File: config.mk
export PLATFORM = sky130hd
export DESIGN_NAME = sixty_four_bit_adder
export DESIGN_NICKNAME = d
export VERILOG_FILES = /design/src/rtl/sixty_four_bit_adder.sv
export SDC_FILE = /design/constraint.sdc
export NUM_CORES = 1
export LEC_CHECK = 0
export CORE_MARGIN = 3
export CORE_UTILIZATION = 40
export DETAILED_ROUTE_END_ITERATION = 8
export PLACE_DENSITY = 0.88
export SLEW_MARGIN = 0
export SYNTH_ARGS = -nofsm -noshare
export SYNTH_HDL_FRONTEND = slang
export SYNTH_SLANG_ARGS = --single-unit
File: constraint.sdc
create_clock -name clk -period 4.5 [get_ports clk]
set_clock_uncertainty 0.15 [all_clocks]
set_input_delay 0.9 -clock clk [delete_from_list [all_inputs] [get_ports clk]]
set_output_delay 0.9 -clock clk [all_outputs]
set_load 0.02 [all_outputs]
File: src/rtl/sixty_four_bit_adder.sv
// 64-bit adder built from two-level carry lookahead: bit -> 4-bit group -> block of 4 groups -> top.
// Provides a combinational result plus a registered copy for pipelined consumers.
module sixty_four_bit_adder (
  input  logic        clk,
  input  logic        rst,
  input  logic [63:0] a,
  input  logic [63:0] b,
  input  logic        c_in,
  output logic [63:0] sum,
  output logic        c_out,
  output logic        ovf,
  output logic [63:0] sum_q,
  output logic        c_out_q,
  output logic        ovf_q
);

  // Lookahead generate over four (g, p) pairs, index 3 most significant.
  function automatic logic grp_g(input logic [3:0] g, input logic [3:0] p);
    grp_g = g[3] | (p[3] & g[2]) | (p[3] & p[2] & g[1]) | (p[3] & p[2] & p[1] & g[0]);
  endfunction

  function automatic logic grp_p(input logic [3:0] p);
    grp_p = &p;
  endfunction

  // Carries into positions 1..3 of a four-wide slice, all expanded from ci (no ripple).
  function automatic logic [2:0] cla3(input logic [2:0] g, input logic [2:0] p, input logic ci);
    cla3[0] = g[0] | (p[0] & ci);
    cla3[1] = g[1] | (p[1] & g[0]) | (p[1] & p[0] & ci);
    cla3[2] = g[2] | (p[2] & g[1]) | (p[2] & p[1] & g[0]) | (p[2] & p[1] & p[0] & ci);
  endfunction

  logic [63:0] w_g;
  logic [63:0] w_p;
  logic [63:0] w_c;
  logic [15:0] w_gg;
  logic [15:0] w_gp;
  logic [15:0] w_gc;
  logic [2:0]  w_bg;
  logic [2:0]  w_bp;
  logic [3:0]  w_bc;

  assign w_g = a & b;
  assign w_p = a ^ b;

  for (genvar k = 0; k < 16; k++) begin : g_grp
    assign w_gg[k] = grp_g(w_g[4*k +: 4], w_p[4*k +: 4]);
    assign w_gp[k] = grp_p(w_p[4*k +: 4]);
  end

  // Block 3 only needs its carry-in; its own G/P would feed nothing.
  for (genvar j = 0; j < 3; j++) begin : g_blk_gp
    assign w_bg[j] = grp_g(w_gg[4*j +: 4], w_gp[4*j +: 4]);
    assign w_bp[j] = grp_p(w_gp[4*j +: 4]);
  end

  assign w_bc[0]   = c_in;
  assign w_bc[3:1] = cla3(w_bg, w_bp, c_in);

  for (genvar j = 0; j < 4; j++) begin : g_blk_c
    assign w_gc[4*j]        = w_bc[j];
    assign w_gc[4*j+1 +: 3] = cla3(w_gg[4*j +: 3], w_gp[4*j +: 3], w_bc[j]);
  end

  for (genvar k = 0; k < 16; k++) begin : g_bit_c
    assign w_c[4*k]        = w_gc[k];
    assign w_c[4*k+1 +: 3] = cla3(w_g[4*k +: 3], w_p[4*k +: 3], w_gc[k]);
  end

  assign sum   = w_p ^ w_c;
  assign c_out = w_gg[15] | (w_gp[15] & w_gc[15]);
  assign ovf   = (a[63] == b[63]) && (sum[63] != a[63]);

  // Output register stage
  always_ff @(posedge clk) begin
    if (rst) begin
      sum_q   <= '0;
      c_out_q <= 1'b0;
      ovf_q   <= 1'b0;
    end else begin
      sum_q   <= sum;
      c_out_q <= c_out;
      ovf_q   <= ovf;
    end
  end

endmodule

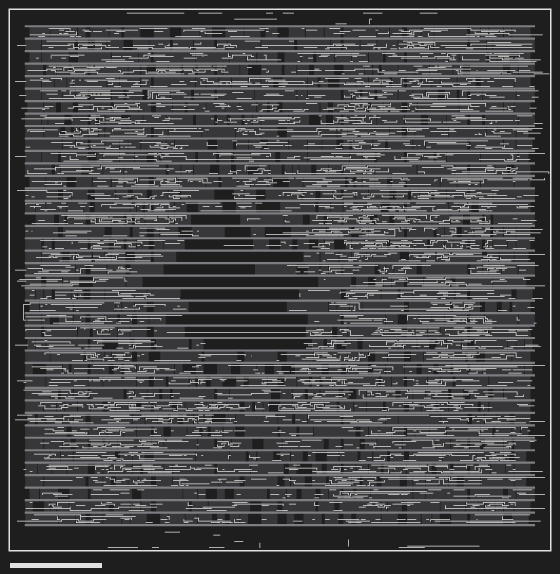
*The metal 1 layer*
Bar = 20 um. Supply wires on this layer in gray. Cells faint in the background.
main direction	horizontal
nets with wire on the layer	1137
wire length on this layer	8680 um
share of all routed wire	34%
longest straight run	30.8 um
GR Util met1: 0.334
total length of routed wires: 25400 um

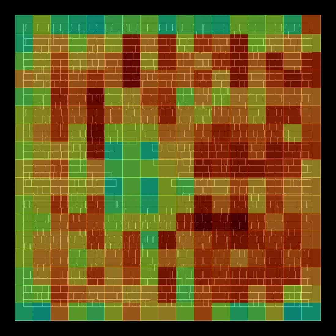
*Routing congestion map*
Global Route met3 Usage: 0.0870
detail-routed net length per standard cell: 21.4 um
final core utilization: 0.863

==> notes.md <==
The yosys synthesis chip area is 5000 sq um. The aggregate global-route resource usage is 0.328. The switching share of power was 0.384.

The run gives 9 for the TritonCTS buffer count. The tools report the endpoint kind of the worst setup timing path as a primary output. Cell total after placement: 1120. The clock tree root driver cell is clkbuf_16. The busiest metal layer after global routing was met2. The tools report the clock share of power as 0.209. Broken down by cell family, the worst path's largest delay share belongs to AND-OR/OR-AND gates. In this run the cell area measured after placement is 8990 sq um. Area of the die: 13900 sq um. The area share of xor/xnor cells in the synthesized design was 0.0648; the signed area change from the synthesized netlist to the final layout was 109%. The wire-length estimate of the detail-placed layout is 14700 um. With the post-synthesis sequential area ratio at 0.264, the number of levels in the clock H-tree is 3. From left edge to right edge, the die measures 118 um.

The run gives 1.81 mW for the power in combinational cells. Looking at the post-CTS report, the setup buffer insertion count equals 38. The run gives 0 for the share of synthesized registers carrying an async set or reset.

The flow ran to the end, but the final reports show violations. As logged by OpenROAD, the buffers inserted on ports number 262. The core utilization before placement is 0.413. The worst hold slack was 0.879 ns.

The clock network consumes a total of 661 uW. The internal power of the cells totals 1.95 mW. For the synthesized cell area, the log shows 5000 sq um.

The run gives -0.196 ns for the worst setup slack after layout. Entering global routing, the biggest net connects 45 pins. Per the OpenROAD power report, leakage power amounts to 4.72 nW.

Final critical path time including I/O delays and setup: 4.70 ns. Setup repair after global routing could not meet its margin everywhere. With the number of cell rows at 40, the total number of clock tree sinks is 66. For this run, the leading register cell type out of synthesis is dfxtp_1. The critical path goes through buf_6, ha_4, a21oi_1, o21ai_1, a21oi_4, nand2_2, or3_4, a41o_4, a21o_1, a21o_1, fa_2, buf_6. The floorplan step defined a core boundary enclosing 12100 sq um. The simple-gate share of the synthesized area was 0.195; the share of power burned in combinational logic was 0.573. The critical path maximum fanout is 4. For this run, the final setup violation count is recorded as 15. The run gives 0.198 for the fraction of the mapped netlist area in compound gates. The post-CTS hold buffer count recorded in the log is 0.

After the flow finishes, the layout carries non-filler instances totaling 1189. In this run the worst setup path begins at a[31]. The number of maximum-capacitance violations recorded for the run is 0. The max-slew violation count is 0. Category of the most critical setup path: in -> out.

The worst min-delay path startpoint is b[4]. The delay of the slowest critical-path stage was 0.55 ns; the count of synthesis-stage warnings from yosys was 0. The launching element type of the critical path was a primary input. The share of synthesized cell area in full adder, half adder and majority cells is 0.224, and the logic depth of the worst setup path including buffers is 12.

The biggest slice of the total power is consumed by combinational logic. The path with the worst hold slack has its endpoint at sum_q[4]$_SDFF_PP0_. Multiplexer area fraction after synthesis: 0.0318.

The main area contributors are dfxtp_1 26%, ha_1 16%, nor2b_1 6.6%, fa_1 6.4%, a21oi_1 3.8%. The run gives 6892 as the via count of the first global-routing pass. The prevailing logic family in the synthesized netlist is adder cells. According to the timing report, the data required time at the worst endpoint equals 3.45 ns. TritonCTS built the clock tree. The run gives 543 for the number of cells produced by synthesis. Cell taking the most area after synthesis: dfxtp_1. The wire length of the first global-routing pass is 36500 um. The worst slew margin relative to its limit was 0.485.

In this build the clock could be raised as far as 213 MHz. Once layout is done, the placed cells without fillers occupy 10400 sq um. The synthesized design contains 0 enable-type register cells. The total number of warnings across the stage logs works out to 28.

The final weighted congestion recorded by global placement is 0.884. Total power normalized to cell area comes to 302 nW/um^2. The timing report notes that buffer and inverter cells on the critical path total 2. Once the clock tree was built, the resizer swapped 502 gates to a different size.

For the hold violation count in the final report, the log shows 0. The final reports fail on setup timing. The die boundary height works out to 118 um. TritonRoute reported its final design rule violation total as 0. Summed over all nets, the switching power comes to 1.21 mW. Per the post-synthesis report, the nets total 754. For the count of cell types in the netlist, the log shows 68.

The min-delay analysis places its worst path in the category in -> reg. The tools report the power of the sequential group as 689 uW. In the layout the commonest cells are 216 x buf_4, 103 x clkdlybuf4s50_1, 66 x dfxtp_1.

Power comes to 3.16 mW. The final setup TNS came out at -0.939 ns. The tools report the count of TritonRoute iterations in the first routing pass as 5. For this design, Yosys synthesis ends with a cell count of 543.

Leading cell type in the layout, fill and taps excluded: buf_4. The transition time recorded at the tightest slew-check pin is 0.773 ns. Hold analysis shows the worst path with a depth of 3. The share of the synthesized area in the top cell type is 0.264, and the maximum buffer depth of the clock tree is 2.

Ranked by instance count, the synthesized netlist is headed by 66 x dfxtp_1, 64 x ha_1, 53 x nor2b_1. The tools report the end point of the critical path as sum[52]. Number of antenna violations at the first check in global routing: 1. The run gives 1.04 for the post-layout period usage of the worst path.

The run gives 0.06 ns for the clock-pin slew on the worst setup and hold paths. The mean number of vias per cell was 5.56. The final net count is 1226, and the sequential share of power is 0.218. With the iteration-0 DRC count of the detailed router at 470, the remaining number of nets flagged by the antenna check after routing is 0. The run gives 3.65 ns as the arrival time at the worst endpoint. The remaining global-route overflow was 0.

Post-synthesis cell type with the largest instance count: dfxtp_1. 263 I/O pins were placed. The post-placement worst setup slack was -1.10 ns. Dividing the synthesized area by the synthesized cell count gives 9.21 sq um. The count of state elements after synthesis was 66; the worst IR drop on VDD was 197 uV.

The cell with the largest stage delay on the worst path is fa_2. The run gives 0.484 for the fraction of final layout cells sized beyond drive strength 1.
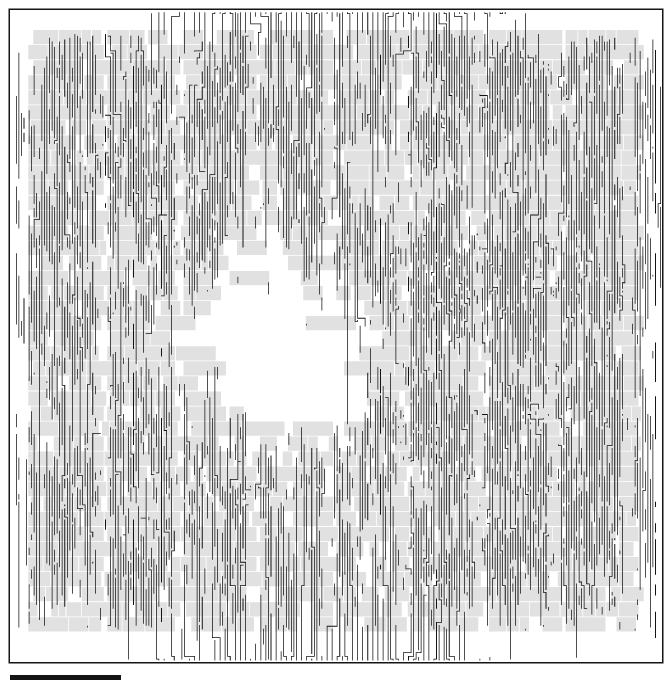
*Metal 2*
Bar = 20 um. Cells faint in the background.
main direction	vertical
longest straight run	67.0 um
share of all routed wire	53%
met2 Usage GRT: 0.615
total number of vias: 6611

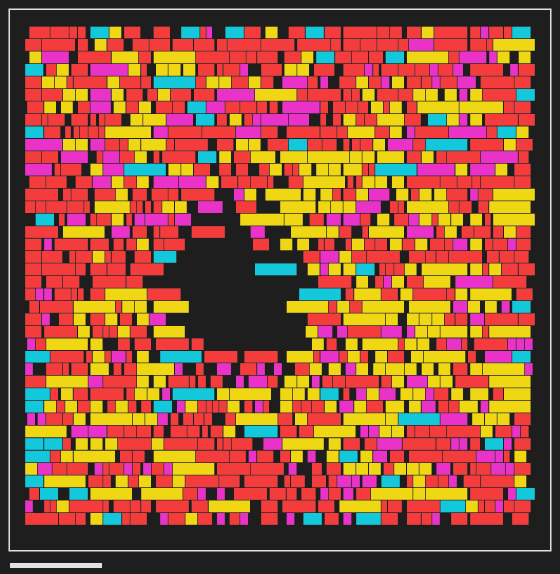
*Drive-strength map*
Bar = 20 um.
color	size	cells	share
yellow	x3 and x4	292	29%
cyan	x6 and larger	50	4.9%
red	x1 and smaller	526	52%
magenta	x2	152	15%

-- area by class of cell --
cell class / count / area (sq um)
clock buffers: 13 / 250
flip-flops and latches: 66 / 1320
fillers: 552 / 1660
multi-input cells: 451 / 4650
clock inverters: 3 / 15.0
inverters: 13 / 48.8
well taps: 168 / 210
repair buffers: 474 / 3950
diodes: 1 / 2.50
-- routing by layer --
| layer | vias up | wire length, um |
|---|---|---|
| met5 | - | 0 |
| met1 | 3215 | 8680 |
| li1 | 2896 | - |
| met3 | 103 | 2070 |
| met2 | 397 | 13500 |
| met4 | 0 | 1220 |
-- state kept, by name (all words and copies together), names as in the netlist --
| signal | count |
|---|---|
| c_out_q | 1 |
| ovf_q | 1 |
| sum_q | 64 |
Power is estimated from default activity; no workload was simulated.
